===== config.mk =====
export PLATFORM = sky130hd
export DESIGN_NAME = parking_sensor_conditioner
export DESIGN_NICKNAME = d
export VERILOG_FILES = /design/src/rtl/parking_sensor_conditioner.sv
export SDC_FILE = /design/constraint.sdc
export NUM_CORES = 1
export LEC_CHECK = 0
export ABC_AREA = 1
export CAP_MARGIN = 40
export CORE_UTILIZATION = 40
export CTS_CLUSTER_DIAMETER = 60
export DETAILED_ROUTE_END_ITERATION = 10
export GPL_ROUTABILITY_DRIVEN = 0
export PLACE_DENSITY = 0.69
export SYNTH_ARGS = -nofsm -noshare
export SYNTH_HDL_FRONTEND = slang
export SYNTH_SLANG_ARGS = --single-unit

===== constraint.sdc =====
create_clock -name clk -period 1.7 [get_ports clk]
set_input_delay 0.34 -clock clk [delete_from_list [all_inputs] [get_ports clk]]
set_output_delay 0.34 -clock clk [all_outputs]
set_load 0.01 [all_outputs]

===== src/rtl/parking_sensor_conditioner.sv =====
// Sensor front end: synchronise and debounce raw pins, turn debounced rising edges of the
// entry/exit sensors into events, and queue them in a 4-entry FIFO with a valid/ack handshake.
module parking_sensor_conditioner #(
  parameter int unsigned DEBOUNCE_CYCLES = 400000
) (
  input  logic       clk,
  input  logic       rst_n,
  input  logic       entry_sensor,
  input  logic       exit_sensor,
  input  logic [1:0] switch,
  input  logic       event_ack,
  output logic       entry_level,
  output logic       exit_level,
  output logic [1:0] switch_stable,
  output logic       event_valid,
  output logic [1:0] event_type,
  output logic [1:0] event_slot,
  output logic [2:0] fifo_count,
  output logic       overflow
);

  localparam int unsigned FIFO_DEPTH = 4;
  localparam int unsigned CNT_W = $clog2(DEBOUNCE_CYCLES);
  localparam logic [CNT_W-1:0] CNT_MAX = CNT_W'(DEBOUNCE_CYCLES - 1);

  // Bit order: {switch[1], switch[0], exit, entry}
  logic [3:0]       raw, sync1, sync2, stable, stable_prev, rise;
  logic [CNT_W-1:0] cnt [4];

  logic             pend_entry, pend_exit, pend_entry_d, pend_exit_d;
  logic             ovf, ovf_d;
  logic [1:0]       rd_ptr, wr_ptr;
  logic [2:0]       count, count_d;
  logic [3:0]       fifo_mem [FIFO_DEPTH];
  logic [3:0]       head, push_data;
  logic             pop, push_ok, push_exit, push_entry, push;

  assign raw = {switch, exit_sensor, entry_sensor};

  always_ff @(posedge clk or negedge rst_n) begin
    if (!rst_n) begin
      sync1  <= '0;
      sync2  <= '0;
      stable <= '0;
      for (int i = 0; i < 4; i++) cnt[i] <= '0;
    end else begin
      sync1 <= raw;
      sync2 <= sync1;
      for (int i = 0; i < 4; i++) begin
        if (sync2[i] == stable[i]) begin
          cnt[i] <= '0;
        end else if (cnt[i] == CNT_MAX) begin
          stable[i] <= sync2[i];
          cnt[i]    <= '0;
        end else begin
          cnt[i] <= cnt[i] + 1'b1;
        end
      end
    end
  end

  assign rise = stable & ~stable_prev;

  always_comb begin
    pop        = (count != 3'd0) && event_ack;
    push_ok    = (count < 3'(FIFO_DEPTH)) || pop;
    // Exit wins arbitration since it frees a slot
    push_exit  = push_ok && pend_exit;
    push_entry = push_ok && !pend_exit && pend_entry;
    push       = push_exit || push_entry;
    push_data  = {(push_exit ? 2'b10 : 2'b01), stable[3:2]};

    // A rise only drops when its flag will still be occupied after this cycle
    pend_exit_d  = (pend_exit && !push_exit) || rise[1];
    pend_entry_d = (pend_entry && !push_entry) || rise[0];
    ovf_d = ovf || (rise[1] && pend_exit && !push_exit) || (rise[0] && pend_entry && !push_entry);

    unique case ({push, pop})
      2'b10:   count_d = count + 3'd1;
      2'b01:   count_d = count - 3'd1;
      default: count_d = count;
    endcase
  end

  always_ff @(posedge clk or negedge rst_n) begin
    if (!rst_n) begin
      stable_prev <= '0;
      pend_entry  <= 1'b0;
      pend_exit   <= 1'b0;
      ovf         <= 1'b0;
      rd_ptr      <= '0;
      wr_ptr      <= '0;
      count       <= '0;
    end else begin
      stable_prev <= stable;
      pend_entry  <= pend_entry_d;
      pend_exit   <= pend_exit_d;
      ovf         <= ovf_d;
      count       <= count_d;
      if (pop)  rd_ptr <= rd_ptr + 2'd1;
      if (push) wr_ptr <= wr_ptr + 2'd1;
    end
  end

  always_ff @(posedge clk) begin
    if (push) fifo_mem[wr_ptr] <= push_data;
  end

  assign head          = fifo_mem[rd_ptr];
  assign event_valid   = (count != 3'd0);
  assign event_type    = event_valid ? head[3:2] : 2'b00;
  assign event_slot    = event_valid ? head[1:0] : 2'b00;
  assign fifo_count    = count;
  assign overflow      = ovf;
  assign entry_level   = stable[0];
  assign exit_level    = stable[1];
  assign switch_stable = stable[3:2];

endmodule

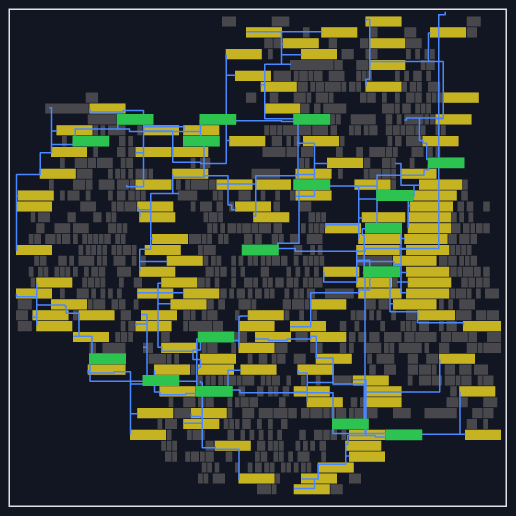
*Clock distribution*
Scale: 4 px per um.
- cells driving clock nets: green (count 17)
- flip-flops: yellow (count 116)
- clock wires: blue (length 1540 um)
- flops lie: widely spread
- routed clock nets: 18
skew final: 10.75 ps
Clock Power: 3.54 mW
clock power share: 0.448
Late-Pin Clk Latency: 410 ps

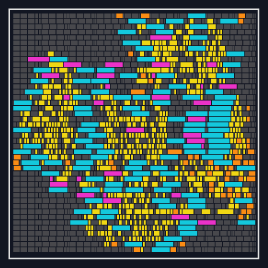
*Placed cells, one colour a class*
Scale: 2 px per um. Fill, decap, tap and diode cells in grey.
- other buffers and delay cells: orange (cells 55; share of their area 6.7%)
- clock drivers and dummy loads: magenta (cells 31; share of their area 8.5%)
- flip-flops: cyan (cells 116; share of their area 42%)
- all other logic: yellow (cells 560; share of their area 42%)
register fraction of the total cell area: 0.4101
Final Cell Area: 0.007283 mm2
cell row count: 44
Core Area: 0.01453 mm2
fin util: 0.5011

==> qor.txt <==
Fillers - 1364
Adder Area Share - 0.02231
Final hold vios - 0
Chip width - 123.9 um
Final WL - 11320 um
Buffers added on ports - 19
CTS tree - done
ANT nets after route - 0
Storage cell area - 0.002987 mm2
Routing usage on met3 - 0.05082
Compound Share, Synth - 0.03704
Mean routed wirelength per cell - 11.96 um
Largest cells by area - dfrtp_1, nor2_1, edfxtp_1
Synth mux share - 0
DPL Wire Length - 8045 um
Seq share, synth - 0.5018
Average size of a mapped cell - 8.768 um2
GRT Resource Usage Total - 0.1675
Root Driver - clkbuf_16
Initial antenna violation count - 0
Post-DP Area - 0.006595 mm2
TritonRoute pass-1 iters - 4
Clk pin slew, worst setup/hold paths - 50 ps
Hold crit path type - reg -> reg
Critical path, cell by cell - buf_6 > nor2_2 > nor2_1 > o21ai_1 > a21oi_1 > buf_2
Max cap viols - 0
Die Height - 123.9 um
Grt met1 use - 0.2150
Clock Path Buffers - 2
Final Slew Violations - 0
Worst slew pin tran - 396.7 ps
First-pass GRT wire length - 19740 um
Fin Hold WS - 347.2 ps
Power Total - 7.913 mW
H-Tree Depth - 4
Crit Path Category - reg -> out
Fin Setup TNS - -64.97 ps
Final Cycle Share - 1.017
Pwr dens - 1086 mW/mm2
Vias per cell - 4.626
Top logic family - simple AND/OR/NAND/NOR gates
Syn Inst Count - 678
Status - finished, violations left
Simple share - 0.3079
Static leakage - 3.232 nW
Drt initial violations - 234
Dpl ws - -429.5 ps
Clock buffers created by TritonCTS - 17
Pre-placement core utilization - 0.4090
Largest net degree at the start of global routing - 42
Placed Cells - 905
Synth unique cells - 36
# Cells Yosys - 678
Cell type with the largest total area - dfrtp_1
# DRC - 0
Total die size - 0.01535 mm2
RSZ-0062 raised after global routing - yes
Slew HR - 0.7355
Vias in the first global route - 4332
Fraction of final layout cells sized beyond drive strength 1 - 0.2257
Setup violators final - 4
# diodes - 0
Mapped Nets - 695
Min Tclk post-route - 1728 ps
Met2 usage - 0.2733
Flops after synth - 116
IO Pins - 20
Global route hottest layer - met2
Worst VDD drop - 0.0007373 V
Tool warnings - 32
Worst Setup End Kind - output port
Fmax - 578.7 MHz
Yosys top cell area share - 0.4210
Comb area - 0.002679 mm2
Final net count - 767
Post-Synth XOR/XNOR Area - 0.07577
Failing checks - negative setup slack
Min setup slack post-route - -28.08 ps
Routed vias - 4376
Arr. time, crit path - 1390 ps
Clock sinks - 116
Crit path launch type - flip-flop
GRT overflow - 0
YS warnings - 0
Crit path largest cell delay - 410 ps
Worst path slowest cell - dfrtp_2
Fin cells - 946
Area Overhead vs Synth - 22.52%
Worst Path Max Fanout - 5
==> kinds of logic after synthesis <==
logic type / count (synthesis)
AOI/OAI and AO/OA: 42
adders and majority gates: 10
buffers and inverters: 85
xor gates and xnor gates: 48
and+or+nand+nor: 377
DFF: 116
==> report_power, final <==
| part | switching, mW | internal (mW) |
|---|---|---|
| combinational | 0.679 | 0.654 |
| sequential | 0.100 | 2.94 |
| clock | 1.20 | 2.34 |
| total | 1.98 | 5.94 |
==> final cells by class <==
| cell class | count | share of cell area |
|---|---|---|
| repair inverters | 1 | 0.001031 |
| clock buffers | 23 | 0.06854 |
| flip-flops and latches | 116 | 0.4101 |
| repair buffers | 55 | 0.06477 |
| multi-input cells | 477 | 0.3678 |
| clock inverters | 8 | 0.01357 |
| inverters | 82 | 0.04260 |
| well taps | 184 | 0.03161 |
==> final timing paths <==
kind | slack [ps] | start | cells after the start | to
max in group asynchronous | 730 | rst_n | 3 | stable[0]$_DFFE_PN0P_
min | 350 | sync1[0]$_DFF_PN0_ | 0 | sync2[0]$_DFF_PN0_
max | -30 | rd_ptr[0]$_DFFE_PN0P_ | 6 | event_type[0]
max reg2reg | 20 | fifo_count[2]$_DFFE_PN0P_ | 10 | fifo_count[2]$_DFFE_PN0P_
min reg2reg | 350 | sync1[0]$_DFF_PN0_ | 0 | sync2[0]$_DFF_PN0_
min in group asynchronous | 400 | rst_n | 2 | cnt[34]$_DFF_PN0_
==> registers in the layout, summed over array words and instances (netlist names) <==
register     cells
cnt             76
stable           4
pend_entry       1
overflow         1
fifo_count       3
wr_ptr           2
sync1            4
stable_prev      2
rd_ptr           2
fifo_mem        16
sync2            4
pend_exit        1
==> metal layers <==
layer	wire length, um	vias to the layer above
li1	-	2291
met1	5485	2024
met2	5374	55
met3	345	6
met4	112	0
met5	0	-
==> layout by cell type, fill, tap and decap left out, drive strengths merged, types with 23 or more instances in the layout <==
| cell type | netlist | layout |
|---|---|---|
| nand2 | 116 | 116 |
| clkbuf | 0 | 23 |
| nand3 | 38 | 38 |
| dfrtp | 100 | 100 |
| inv | 82 | 82 |
| nor2 | 186 | 186 |
| o21ai | 25 | 25 |
| xor2 | 32 | 32 |
| buf | 3 | 40 |
==> Yosys cell counts <==
cell	count
nor2_1	148
dfrtp_1	100
nand2_1	94
inv_1	74
nand3_1	35
xor2_1	32
nor2_2	26
o21ai_0	20
nand2_2	18
edfxtp_1	16
nand4_1	16
a21oi_1	14
nor3_1	14
xnor2_1	12
nor2_4	11
ha_1	9
inv_2	8
o21ai_1	4
xnor2_2	4
nand2_4	3
buf_4	2
nand3_2	2
nor3b_1	2
o22ai_1	2
a21oi_2	1
buf_2	1
fa_1	1
nand2_8	1
nand3_4	1
nand3b_1	1
nand3b_2	1
nor2_8	1
nor3_2	1
nor3_4	1
o21ai_2	1
or2_2	1
==> worst max-delay path: cells and delay by family, from the launching register on <==
kind	cells	cell delay, ps
AOI/OAI and AO/OA	2	140
buffers and inverters	2	260
DFF	1	410
and+or+nand+nor	2	170
==> repair_timing <==
item,in CTS,in global routing
hold endpoints to repair,24,0
cloned,1,0
buffers inserted,4,4
resized,40,14
endpoints found under the setup margin,11,9
pin swaps,6,8
hold buffers,1,0
Power and IR drop assume default switching activity.
